**config.mk**
```make
export PLATFORM = sky130hd
export DESIGN_NAME = gpr_bank_sched
export DESIGN_NICKNAME = d
export VERILOG_FILES = /design/src/rtl/gpr_pkg.sv /design/src/rtl/rr_pick.sv /design/src/rtl/gpr_bank_sched.sv
export SDC_FILE = /design/constraint.sdc
export NUM_CORES = 1
export LEC_CHECK = 0
export CORE_AREA = 3 3 103 105
export DETAILED_ROUTE_END_ITERATION = 10
export DIE_AREA = 0 0 106 108
export HOLD_SLACK_MARGIN = 0.08
export PLACE_DENSITY = 0.78
export SLEW_MARGIN = 10
export SYNTH_ARGS = -nofsm -noshare
export SYNTH_HDL_FRONTEND = slang
export SYNTH_SLANG_ARGS = --single-unit
```
**constraint.sdc**
```tcl
create_clock -name clk -period 4.6 [get_ports clk]
set_input_delay 0.46 -clock clk [delete_from_list [all_inputs] [get_ports clk]]
set_output_delay 0.46 -clock clk [all_outputs]
set_load 0.02 [all_outputs]
```
**src/rtl/gpr_pkg.sv**
```systemverilog
// Shared types for the GPR bank scheduler: bank image, reset constant, scheduler states.
// Latency: none (declarations only).
// Backpressure: none (declarations only).
package gpr_pkg;

  // Four-entry bank, indexed 1..4 to match the consumers' view of j.
  typedef shortint bank_t [1:4];

  // Contents restored by reset and by a CLEAR sweep.
  localparam bank_t GPR_RESET_IMAGE = '{16'sd1, 16'sd20, 16'sd2, 16'sd0};

  // IDLE arbitrates round-robin, BURST keeps one owner, CLEAR sweeps the image in.
  typedef enum logic [1:0] {
    ST_IDLE  = 2'd0,
    ST_BURST = 2'd1,
    ST_CLEAR = 2'd2
  } sched_state_e;

endpackage

```
**src/rtl/rr_pick.sv**
```systemverilog
// Round-robin picker: first set request at or after ptr, wrapping at N-1.
// Latency: purely combinational.
// Backpressure: none; an all-zero request vector yields an all-zero grant.
module rr_pick #(
  parameter int N = 4
) (
  input  logic [N-1:0]         req,
  input  logic [$clog2(N)-1:0] ptr,
  output logic [N-1:0]         gnt,
  output logic [$clog2(N)-1:0] gnt_idx
);

  localparam int IW = $clog2(N);

  logic          found;
  logic [IW-1:0] cand;

  // Scan N positions starting at ptr; the first requester seen wins.
  always_comb begin
    gnt     = '0;
    gnt_idx = '0;
    found   = 1'b0;
    cand    = '0;
    for (int i = 0; i < N; i++) begin
      // ptr is always < N, so one conditional subtraction is enough to wrap.
      if (int'(ptr) + i >= N) begin
        cand = IW'(int'(ptr) + i - N);
      end else begin
        cand = IW'(int'(ptr) + i);
      end
      if (!found && req[cand]) begin
        found     = 1'b1;
        gnt[cand] = 1'b1;
        gnt_idx   = cand;
      end
    end
  end

endmodule

```
**src/rtl/gpr_bank_sched.sv**
```systemverilog
// Write scheduler for the shared four-entry bank: round-robin writers, locked bursts, image restore.
// Latency: a write accepted on cycle N is visible on j at cycle N+1; ready is combinational.
// Backpressure: at most one ready per cycle; none while clearing or on the cycle that enters CLEAR.
module gpr_bank_sched
  import gpr_pkg::*;
#(
  parameter int N_REQ     = 4,
  parameter int MAX_BURST = 4
) (
  input  logic                       clk,
  input  logic                       rst,
  input  logic [N_REQ-1:0]           req_valid,
  input  logic [N_REQ-1:0][1:0]      req_idx,
  input  shortint                    req_data [N_REQ],
  input  logic [N_REQ-1:0]           req_lock,
  output logic [N_REQ-1:0]           req_ready,
  input  logic                       clr_start,
  output logic                       clr_busy,
  output bank_t                      j,
  output logic [$clog2(N_REQ)-1:0]   grant_id
);

  localparam int IW = $clog2(N_REQ);

  sched_state_e  state_q, state_d;
  logic [IW-1:0] rr_ptr_q, rr_ptr_d;
  logic [IW-1:0] owner_q, owner_d;
  logic [IW-1:0] grant_id_q, grant_id_d;
  logic [3:0]    bcnt_q, bcnt_d;
  logic [1:0]    sweep_q, sweep_d;
  logic          clr_pend_q, clr_pend_d;
  bank_t         j_q, j_d;

  logic [N_REQ-1:0] pick_gnt;
  logic [IW-1:0]    pick_idx;
  logic [N_REQ-1:0] ready_c;
  logic             xfer;
  logic [IW-1:0]    xfer_id;

  // Next round-robin start after serving requester k.
  function automatic logic [IW-1:0] ptr_after(input logic [IW-1:0] k);
    if (k == IW'(N_REQ - 1)) begin
      return '0;
    end
    return k + 1'b1;
  endfunction

  rr_pick #(
    .N (N_REQ)
  ) u_pick (
    .req     (req_valid),
    .ptr     (rr_ptr_q),
    .gnt     (pick_gnt),
    .gnt_idx (pick_idx)
  );

  // Next-state, ready generation and bank write selection.
  always_comb begin
    state_d    = state_q;
    rr_ptr_d   = rr_ptr_q;
    owner_d    = owner_q;
    grant_id_d = grant_id_q;
    bcnt_d     = bcnt_q;
    sweep_d    = sweep_q;
    clr_pend_d = clr_pend_q;
    j_d        = j_q;
    ready_c    = '0;
    xfer       = 1'b0;
    xfer_id    = owner_q;

    case (state_q)
      ST_IDLE: begin
        if (clr_start || clr_pend_q) begin
          // Restore takes priority; nobody is ready on the entry cycle.
          state_d    = ST_CLEAR;
          clr_pend_d = 1'b0;
          sweep_d    = '0;
        end else if (|pick_gnt) begin
          ready_c = pick_gnt;
          xfer    = 1'b1;
          xfer_id = pick_idx;
          if (req_lock[pick_idx] && (MAX_BURST > 1)) begin
            state_d = ST_BURST;
            owner_d = pick_idx;
            bcnt_d  = 4'd1;
          end else begin
            rr_ptr_d = ptr_after(pick_idx);
          end
        end
      end

      ST_BURST: begin
        if (clr_start) begin
          clr_pend_d = 1'b1;
        end
        if (req_valid[owner_q]) begin
          ready_c[owner_q] = 1'b1;
          xfer             = 1'b1;
          xfer_id          = owner_q;
          bcnt_d           = bcnt_q + 4'd1;
          if (!req_lock[owner_q] || (bcnt_q + 4'd1 == 4'(MAX_BURST))) begin
            state_d  = ST_IDLE;
            rr_ptr_d = ptr_after(owner_q);
          end
        end else begin
          // Owner went quiet: release the bank to the others.
          state_d  = ST_IDLE;
          rr_ptr_d = ptr_after(owner_q);
        end
      end

      ST_CLEAR: begin
        if (clr_start) begin
          clr_pend_d = 1'b1;
        end
        for (int e = 1; e <= 4; e++) begin
          if (e == int'(sweep_q) + 1) begin
            j_d[e] = GPR_RESET_IMAGE[e];
          end
        end
        sweep_d = sweep_q + 2'd1;
        if (sweep_q == 2'd3) begin
          state_d = ST_IDLE;
        end
      end

      default: begin
        state_d = ST_IDLE;
      end
    endcase

    if (xfer) begin
      grant_id_d = xfer_id;
      for (int e = 1; e <= 4; e++) begin
        if (e == int'(req_idx[xfer_id]) + 1) begin
          j_d[e] = req_data[xfer_id];
        end
      end
    end
  end

  // State and bank registers; reset aborts any burst or sweep in flight.
  always_ff @(posedge clk) begin
    if (rst) begin
      state_q    <= ST_IDLE;
      rr_ptr_q   <= '0;
      owner_q    <= '0;
      grant_id_q <= '0;
      bcnt_q     <= '0;
      sweep_q    <= '0;
      clr_pend_q <= 1'b0;
      j_q        <= GPR_RESET_IMAGE;
    end else begin
      state_q    <= state_d;
      rr_ptr_q   <= rr_ptr_d;
      owner_q    <= owner_d;
      grant_id_q <= grant_id_d;
      bcnt_q     <= bcnt_d;
      sweep_q    <= sweep_d;
      clr_pend_q <= clr_pend_d;
      j_q        <= j_d;
    end
  end

  assign req_ready = rst ? '0 : ready_c;
  assign clr_busy  = (state_q == ST_CLEAR);
  assign j         = j_q;
  assign grant_id  = grant_id_q;

endmodule

```
Figure 1. Gate-type map (run 1).
Drawn at 2 px/µm.
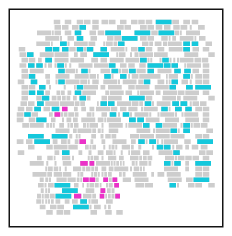
Cyan stands for multiplexers, cells 100. Magenta stands for AND-OR and OR-AND gates, cells 14, where bottom middle.

Figure 2. Register map, names as in the netlist (run 1).
Drawn at 4 px/µm. Other sequential cells in the stronger gray, the rest of the logic in the fainter gray.
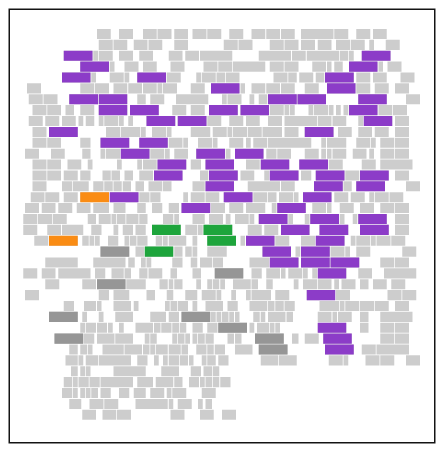
Purple stands for `j`, sequential cells 64. Orange stands for `grant_id`, sequential cells 2. Green stands for `bcnt_q`, sequential cells 4, where middle.

==> metrics.cfg, run 1 <==
[run_status]
status = finished clean

[setup_path]
worstPathCellList = inv_1 > ha_2 > mux4_2 > a21o_1 > a21oi_1 > a31oi_1 > o41a_1 > mux2i_4 > mux2_2 > o22ai_1 > and2_1 > buf_4 > mux2i_1
crit_cells = 13
cp-endpoint = j[62]
ff2ff_setup_slack_ns = 0.25
crit_start = rr_ptr_q[1]
r2r_start = rr_ptr_q[1]
worst-path-buf-inv = 2
critPathTopFamily = multiplexers
cp_max_fo = 10
crit_path_end_kind = register
reg2regPathDepth = 13

[clock_tree]
cts_setup_buffers = 0
hold_buffers = 0
tritoncts = done
cts.sink_count = 79
insertion_delay_ns = 0.35
cts_max_level = 3
cts-root-buf = clkbuf_8
cts_max_path_buffers = 2
numCtsBuffers = 9

[floorplanning]
core-area_um2 = 9730
fp.dieW_um = 106
die_h_um = 108
die_area_um2 = 11400
rows = 36
io_pins = 154
core_util_floorplan_pct = 46.1
taps = 133

[synth]
edf_count = 0
ys_seq_share_pct = 35.3
logic_family = multiplexers
yosys.area_share.adder_pct = 4.74
synth-simple-area-share_pct = 15.8
synth_top_flop_cell = dfxtp_1
ys_seq_elements = 79
synth.area.mux_share_pct = 27.8
syn_inst = 469
yosys.area.top_type_share_pct = 35.3
synthXorXnorAreaFrac_pct = 0.195
fp_nets = 569
aoi_share_pct = 10.9
ys_cells = 469
top_area_cell = dfxtp_1
async_flop_share_pct = 0
yosys_area_um2 = 4480

[detailed_routing]
met3WireLength_um = 1040
vias = 4114
drc = 0
top_layer = met4
drt-met1-wl_um = 5500
via_per_inst = 5.39
wire_per_inst_um = 17.3
antenna_left = 0
drt-total-wl_um = 13200

[layout]
diodes = 1
final_core_utilization_pct = 65.4
comb_share_pct = 42.0
buffers = 173
seq_share_pct = 24.9
multiInputCombCellCount = 346
nonClkBufAreaFrac_pct = 26.4
fill_cells = 821
flops = 79
final_cells = 763
clkbuf_count = 12
layout_top_cell = clkdlybuf4s50_1
final-clk-cell-share_pct = 3.13

[pwr]
leakagePower_uw = 0.00257
switchingPower_uw = 1600
power_frac_clock_pct = 13.8
ir_drop_uv = 425
cell_internal_pwr_uw = 2210

[final_timing]
layout_setup_ws_ns = 0.249
min_period_over_period_pct = 94.6
setup-violations-final = 0
rsz0062_at_grt = false
slew_headroom_pct = 49.3
worstMarginPinSlew_ns = 0.760
hold_violations = 0
drv_slew = 0

[global_route]
gr-usage-met3_pct = 5.85
grt_most_used_layer = met2
met2_usage_pct = 38.0
grt_use_total_pct = 22.6
grt_overflow = 0
grt_pass1_vias = 4076
antenna_found_initial = 1

[place]
dp_cells = 744
dp_hpwl_um = 10200
dpl_cell_area_um2 = 6140

[min_path]
min_to = j[39]
min_path_cells = 2

[run]
max-cap-violations = 0

Figure 3. Metal 1 (run 1).
Drawn at 2 px/µm.
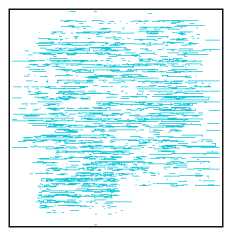
The longest straight run is 40.9 µm. The layer carries 5500 µm of wire. 641 nets have wire on it. The wires run mostly horizontal. The layer holds 42% of the routed length.

run 1: cells in the mapped netlist, drive strengths merged (7+ instances only):
cell / n
buf: 16
nand2b: 25
clkbuf: 13
ha: 17
a211oi: 7
nand2: 85
o21ai: 7
inv: 15
mux4: 18
nor2: 22
mux2i: 78
dfxtp: 79
a21oi: 25
run 1: power by group through the flow:
stage               Sequential, µW  Clock, µW  Combinational (µW)
floorplan                     1180          0                1370
global placement              1000          0                2200
CTS                            995        529                2270
global route                  1020        558                2460
finish                         996        524                2290
detailed placement            1010          0                2260
run 1: kinds of logic (layout without fill, tap and decap cells):
group                      count (synthesis)  in the layout
AOI/OAI and AO/OA                         73             73
xor gates and xnor gates                   1              1
adders and majority gates                 17             17
buffers and inverters                     44            204
DFF                                       79             79
muxes                                    100            100
other                                      0              1
and+or+nand+nor                          155            155
Figure 4. Layout detail (run 1).
Window x 67 to 92, y 68 to 93 µm. Cells in gray, sequential cells in the stronger gray; small squares are vias.
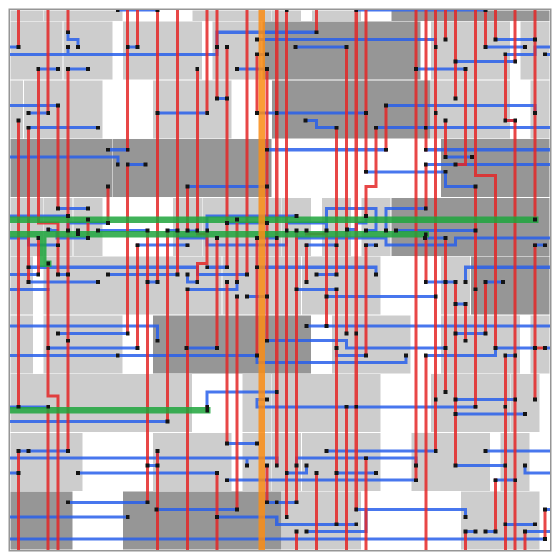

==> run 2: changes to the inputs <==
--- a/config.mk
+++ b/config.mk
@@ -5,11 +5,11 @@
 export SDC_FILE = /design/constraint.sdc
 export NUM_CORES = 1
 export LEC_CHECK = 0
-export CORE_AREA = 3 3 103 105
+export CORE_AREA = 5 5 110 112
 export DETAILED_ROUTE_END_ITERATION = 10
-export DIE_AREA = 0 0 106 108
+export DIE_AREA = 0 0 115 117
 export HOLD_SLACK_MARGIN = 0.08
-export PLACE_DENSITY = 0.78
+export PLACE_DENSITY = 0.74
 export SLEW_MARGIN = 10
 export SYNTH_ARGS = -nofsm -noshare
 export SYNTH_HDL_FRONTEND = slang
==> constraint.sdc (replaced) <==
create_clock -name clk -period 4 [get_ports clk]
set_input_delay 0.4 -clock clk [delete_from_list [all_inputs] [get_ports clk]]
set_output_delay 0.4 -clock clk [all_outputs]
set_load 0.02 [all_outputs]
Figure 5. Layout detail (run 2).
Window x 74 to 99, y 75 to 100 µm. Cells in gray, sequential cells in the stronger gray; small squares are vias.
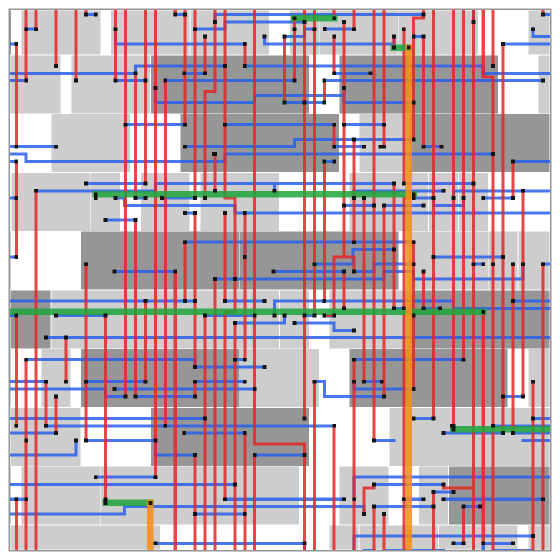
Red stands for met2. Green stands for met3. Blue stands for met1. Orange stands for met4.
Sequential cells in the window: 11. Most frequent: dfxtp_1 (11), nand2_1 (9), mux2i_1 (9). Netlist names of flops here include `j` (11). 42 logic cells have their middle in the window.

==> run 2 against run 1 <==
Design area up 7.8%. Register-to-register slack worse by 0.13 ns. Combinational power rose by 34%. Worst hold slack lost 0.0039 ns. Utilization is 3.7 points lower. Total power increased by 33%. Critical endpoint is now j[28]. Sequential power grew about 20%.
==> metrics.cfg, run 2 <==
[place]
dpl_cell_area_um2 = 6330
dp_hpwl_um = 10700
dp_cells = 765

[detailed_routing]
antenna_left = 0
top_layer = met4
vias = 4231
drc = 0
drt-met1-wl_um = 5940
wire_per_inst_um = 18.4
via_per_inst = 5.34
drt-total-wl_um = 14600
met3WireLength_um = 1130

[setup_path]
worst-path-buf-inv = 4
cp_max_fo = 8
critPathTopFamily = multiplexers
worstPathCellList = inv_6 > ha_4 > mux4_2 > a21o_1 > a21o_1 > o21a_1 > o41a_1 > mux2i_4 > buf_6 > mux2i_2 > mux2_4 > buf_4 > nand2_4 > clkbuf_16 > mux2i_1
crit_path_frequent_cell = a21o_1

[clock_tree]
cts_max_path_buffers = 2
numCtsBuffers = 9
cts_setup_buffers = 0
cts.sink_count = 79
tritoncts = done
cts_max_level = 3
hold_buffers = 0

[synth]
aoi_share_pct = 10.9
ys_seq_elements = 79
synth_top_cell_by_count = nand2_1
yosys_area_um2 = 4480
yosys.area.top_type_share_pct = 35.3
synth-simple-area-share_pct = 15.8
edf_count = 0
synth.area.mux_share_pct = 27.8
logic_family = multiplexers
ys_seq_share_pct = 35.3
async_flop_share_pct = 0
fp_nets = 569
synth.cell_area_um2 = 4480
synthTopCellsByCount = 84 x nand2_1, 79 x dfxtp_1, 77 x mux2i_1, 25 x a21oi_1, 25 x nand2b_1
synth_top_flop_cell = dfxtp_1
yosys.area_share.adder_pct = 4.74
synthXorXnorAreaFrac_pct = 0.195
ys_cells = 469
syn_inst = 469

[min_path]
holdCritPathClass = register to register

[layout]
diodes = 0
final_cells = 792
fill_cells = 927
final_core_utilization_pct = 61.6
layout_top_cell = clkdlybuf4s50_1

[final_timing]
hold_violations = 0
slew_headroom_pct = 46.4
setup-violations-final = 0
worstMarginPinSlew_ns = 0.804
drv_slew = 0
layout_setup_ws_ns = 0.120
min_period_over_period_pct = 97.0

[pwr]
leakagePower_uw = 0.00281
p_comb_uw = 3080
p_clk_uw = 826
ir_drop_uv = 377
seq_power_uw = 1160
switchingPower_uw = 2000
cell_internal_pwr_uw = 3060
power_leader = combinational cells
power_frac_clock_pct = 16.3

[floorplanning]
fp.dieW_um = 115
die_area_um2 = 13500
core_util_floorplan_pct = 40.3
core-area_um2 = 11100
rows = 39
io_pins = 154
die_h_um = 117

[global_route]
grt_use_total_pct = 20.1
met1_usage_pct = 23.9
met2_usage_pct = 35.8
grt_pass1_wl_um = 21400
grt_pass1_vias = 4218
antenna_found_initial = 0
grt_most_used_layer = met2
gr-usage-met3_pct = 4.94
grt_overflow = 0

[run_status]
status = finished clean

[run]
max-cap-violations = 0

run 2: netlist changes by cell type in the layout (fill, tap and decap cells not counted), sizes merged:
cell / change
buf: +16
diode: -1
clkinvlp: -1
clkinv: +2
clkbuf: +3
run 2: layout make-up:
cell class	instances	area share, %
tap	143	2.61
clock buffer	11	3.54
clock inverter	5	0.821
sequential	79	23.1
inverter	15	0.930
timing repair buffer	193	28.9
multi-input combinational	346	40.0
run 2: path summary, 6_finish.rpt:
path / start / end / slack [ns] / cells past startpoint
worst max register to register: rr_ptr_q[0] / j[28] / 0.12 / 15
worst max-delay path: rr_ptr_q[0] / j[28] / 0.12 / 15
worst min-delay path: j[63] / j[63] / 0.46 / 2
worst min register to register: j[63] / j[63] / 0.46 / 2
Power figures rest on the tool's default switching activity, not on a simulated workload.
